===== config.mk =====
export PLATFORM = sky130hd
export DESIGN_NAME = circuit
export DESIGN_NICKNAME = d
export VERILOG_FILES = /design/src/rtl/circuit.sv
export SDC_FILE = /design/constraint.sdc
export NUM_CORES = 1
export LEC_CHECK = 0
export CELL_PAD_IN_SITES_DETAIL_PLACEMENT = 1
export CELL_PAD_IN_SITES_GLOBAL_PLACEMENT = 1
export CORE_AREA = 5 5 42 44
export DETAILED_ROUTE_END_ITERATION = 16
export DIE_AREA = 0 0 47 49
export GPL_TIMING_DRIVEN = 0
export PLACE_DENSITY = 0.66
export SLEW_MARGIN = 20
export SYNTH_ARGS = -nofsm -noshare
export SYNTH_HDL_FRONTEND = slang
export SYNTH_SLANG_ARGS = --single-unit

===== constraint.sdc =====
create_clock -name clk -period 0.8 [get_ports clk]
set_input_delay 0.16 -clock clk [delete_from_list [all_inputs] [get_ports clk]]
set_output_delay 0.16 -clock clk [all_outputs]
set_load 0.01 [all_outputs]

===== src/rtl/circuit.sv =====
// Registered carry-lookahead adder.
// Two lookahead levels: 4-bit groups compute their internal carries
// directly from the per-bit generate/propagate terms. A second level
// computes every group carry-in from the group generate/propagate
// terms, so no carry ripples from one group to the next.
// The sum and carry-out are captured in one output register.
module circuit #(
    parameter int WIDTH = 4
) (
    input  logic             clk,
    input  logic             rst_n,
    input  logic [WIDTH-1:0] A,
    input  logic [WIDTH-1:0] B,
    output logic [WIDTH-1:0] S,
    output logic             Cout
);

    localparam int NGRP = WIDTH / 4;

    logic [WIDTH-1:0] g;
    logic [WIDTH-1:0] p;
    logic [WIDTH-1:0] c;
    logic [WIDTH-1:0] sum;
    logic [NGRP-1:0]  gg;
    logic [NGRP-1:0]  gp;
    logic [NGRP:0]    gc;

    assign g = A & B;
    assign p = A ^ B;

    // First level: carries inside each 4-bit group, fully expanded from
    // the group carry-in, plus the group generate/propagate terms.
    for (genvar j = 0; j < NGRP; j++) begin : g_grp
        localparam int B0 = 4 * j;
        assign c[B0]     = gc[j];
        assign c[B0 + 1] = g[B0] | (p[B0] & gc[j]);
        assign c[B0 + 2] = g[B0 + 1] | (p[B0 + 1] & g[B0])
                         | (p[B0 + 1] & p[B0] & gc[j]);
        assign c[B0 + 3] = g[B0 + 2] | (p[B0 + 2] & g[B0 + 1])
                         | (p[B0 + 2] & p[B0 + 1] & g[B0])
                         | (p[B0 + 2] & p[B0 + 1] & p[B0] & gc[j]);
        assign gg[j] = g[B0 + 3] | (p[B0 + 3] & g[B0 + 2])
                     | (p[B0 + 3] & p[B0 + 2] & g[B0 + 1])
                     | (p[B0 + 3] & p[B0 + 2] & p[B0 + 1] & g[B0]);
        assign gp[j] = &p[B0 +: 4];
    end

    // Second level: each group carry is the OR over every lower group that
    // generates and whose carry is propagated by all groups in between.
    // The carry-in to group 0 is tied to zero.
    always_comb begin
        logic term;
        gc = '0;
        term = 1'b0;
        for (int j = 1; j <= NGRP; j++) begin
            for (int k = 0; k < j; k++) begin
                term = gg[k];
                for (int m = k + 1; m < j; m++) begin
                    term = term & gp[m];
                end
                gc[j] = gc[j] | term;
            end
        end
    end

    assign sum = p ^ c;

    // Output register: reloads every cycle and is cleared at once by reset.
    always_ff @(posedge clk or negedge rst_n) begin
        if (!rst_n) begin
            S    <= '0;
            Cout <= 1'b0;
        end else begin
            S    <= sum;
            Cout <= gc[NGRP];
        end
    end

endmodule


Fig. 1: placement by cell class
Scale: 8 px per um.
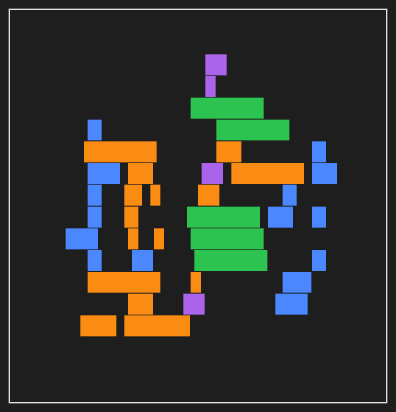
- blue: other buffers and delay cells (cells 15; share of their area 25%)
- green: flops (cells 5; share of their area 29%)
- purple: clock drivers and dummy loads (cells 4; share of their area 6.1%)
- orange: combinational and other logic (cells 15; share of their area 40%)
Util after Layout: 0.321
post-route cell area: 450 um2
row count: 14

Fig. 2: I/O nets highlighted
Scale: 6 px per um.
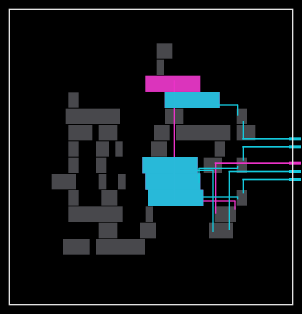
- cyan: S (bits 4; direction output; end cells 4; buffers 4; wire 83.0 um)
- magenta: rst_n (bits 1; direction input; end cells 5; buffers 1; wire 51.3 um)
# IOs: 15
Buffers on Ports: 14

Fig. 3: placement density heat map
Scale: 8 px per um. The die is cut into 9 by 10 equal tiles; dark blue is low, red is high, 0 to 100% covered.
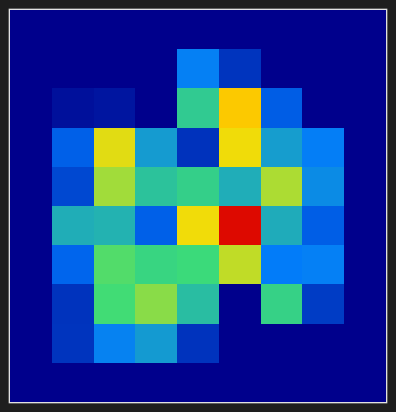
- nearly empty tiles: 50%
- mean over tiles: 19%
- fullest tile: 99%
- densest ninth of the die: centre
- tiles over 75% full: 2.2%
fp util: 0.178
Core ar.: 1400 um2

Fig. 4: met1 routing
Scale: 10 px per um. Supply wires on this layer in grey.
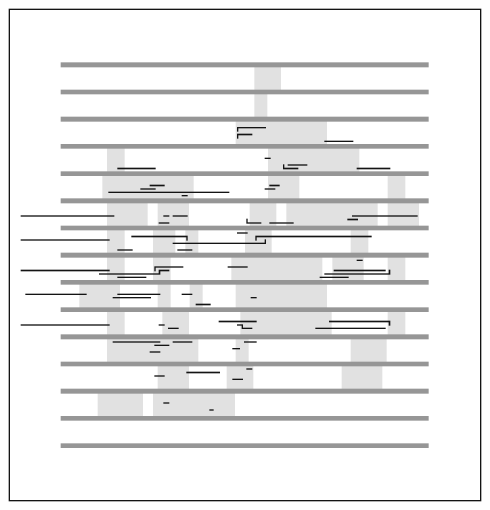
- main direction: horizontal
- wire length on this layer: 199 um
- share of all routed wire: 29%
- longest straight run: 12.0 um
- nets with wire on the layer: 42
met1 Use GR: 0.0649
vias post-DR: 229
DRT Wirelength: 687 um

==> run_results.csv <==
group,metric,value,unit
yosys,ys.flop_type,"dfrtp_1",
min_path,min_path_type,"in2async",
setup_path,required,0.64,ns
yosys,numSynthFlops,5,
place,dp_cells,50,
detailed_routing,remaining_drc_errors,0,
setup_path,crit_start,"S[0]$_DFF_PN0_",
power_and_ir_drop,comb_power,213,uW
setup_path,path_max_fanout,1,
detailed_routing,top_layer,"met4",
setup_path,cpMaxStageDelayCell,"dfrtp_1",
finish,final_nets,55,
power_and_ir_drop,maxPowerGroup,"sequential cells",
flow_run,maxCapViolations,0,
finish,clkbuf_count,4,
status,status,"finished with violations",
finish,clk_share,0.0583,
yosys,synthArstFlopShare,1.00,
global_routing,grt_util_all_layers,0.0793,
finish,logic_area,155,um2
detailed_routing,drt-pass1-iter-count,1,
global_routing,grt_pass1_vias,292,
power_and_ir_drop,clock_power,284,uW
yosys,synth_cells,20,
clock_network,cts_hold_buffers,0,
finish,reg_top3,"S (4), Cout (1)",
finish,layout_top_cells,"8 x buf_2, 5 x dfrtp_1",
detailed_routing,met2_length,323,um
finish,largest_register,"S",
clock_network,cts_buffers,3,
global_routing,met3_usage,0.0480,
yosys,adder_share,0.281,
clock_network,clock_path_buffers,2,
power_and_ir_drop,intPower,594,uW
clock_network,post_cts_buffers,1,
finish,largest_reg_flops,4,
power_and_ir_drop,p_total,799,uW
global_routing,overflow,0,
yosys,synth-xor-area-share,0.0704,
setup_path,max_stage_delay,0.37,ns
place,dp_slack,-0.714,ns
global_routing,met2_usage,0.111,
setup_path,cp-endpoint,"S[0]",
finish,diodes,0,
yosys,synth_cell_type_count,10,
power_and_ir_drop,irDropWorstVdd,0.389,mV
finish,final-nonclk-buf-share,0.242,
finish,synthToLayoutAreaGrowth,80.9,%
final_timing,fin_ws,-0.0937,ns
floorplanning,tapCellCount,16,
place,gp_congestion,0.711,
yosys,top_cells_by_count,"5 x dfrtp_1, 4 x ha_1, 4 x inv_1",
detailed_routing,viasPerCell,4.16,
finish,sh_comb_area,0.344,
clock_network,path_clk_slew,0.04,ns
finish,logic_gates,11,
yosys,postSynthAreaPerCell,12.4,um2
final_timing,final_max_slew_viol_count,0,
finish,inverters,4,
finish,sh_seq_area,0.278,
setup_path,critPathBufInv,1,
status,violations,"setup timing",
setup_path,crit_chain,"buf_6",
power_and_ir_drop,seq-power,302,uW
floorplanning,die_area,2300,um2
final_timing,finalSetupTns,-0.436,ns
clock_network,htree_levels,1,
floorplanning,fp.dieH,49,um
detailed_routing,wl_per_cell,12.5,um
global_routing,grt.busiest_layer,"met2",
setup_path,cp-start-kind,"flip-flop",
yosys,top_area_cell,"dfrtp_1",
final_timing,fin_hold_ws,0.137,ns
detailed_routing,final_antenna_net_count,0,
power_and_ir_drop,pwr-share-seq,0.377,
final_timing,tightestPinTransition,0.219,ns
clock_network,cts_resized,52,
setup_path,arrival,0.73,ns
yosys,edf_count,0,
yosys,synth_area,249,um2
finish,final_cell_count_no_fill,55,
final_timing,fin_crit_sh,1.12,
floorplanning,fp.dieW,47,um
final_timing,setup_viol,6,
yosys,simple_gate_share,0.0352,
setup_path,cp_top_family,"flip-flops",
place,dpl-instance-area,440,um2
final_timing,slew_headroom,0.854,
place,dp_hpwl,596,um
yosys,logic_family,"adder cells",
setup_path,end_kind,"output port",
yosys,mux_share,0,
clock_network,clock-sinks,5,
yosys,topCellsByArea,"dfrtp_1 50%, ha_1 20%, fa_1 8.0%, inv_1 6.0%, xnor2_1 3.5%",
Power is estimated from default activity; no workload was simulated.
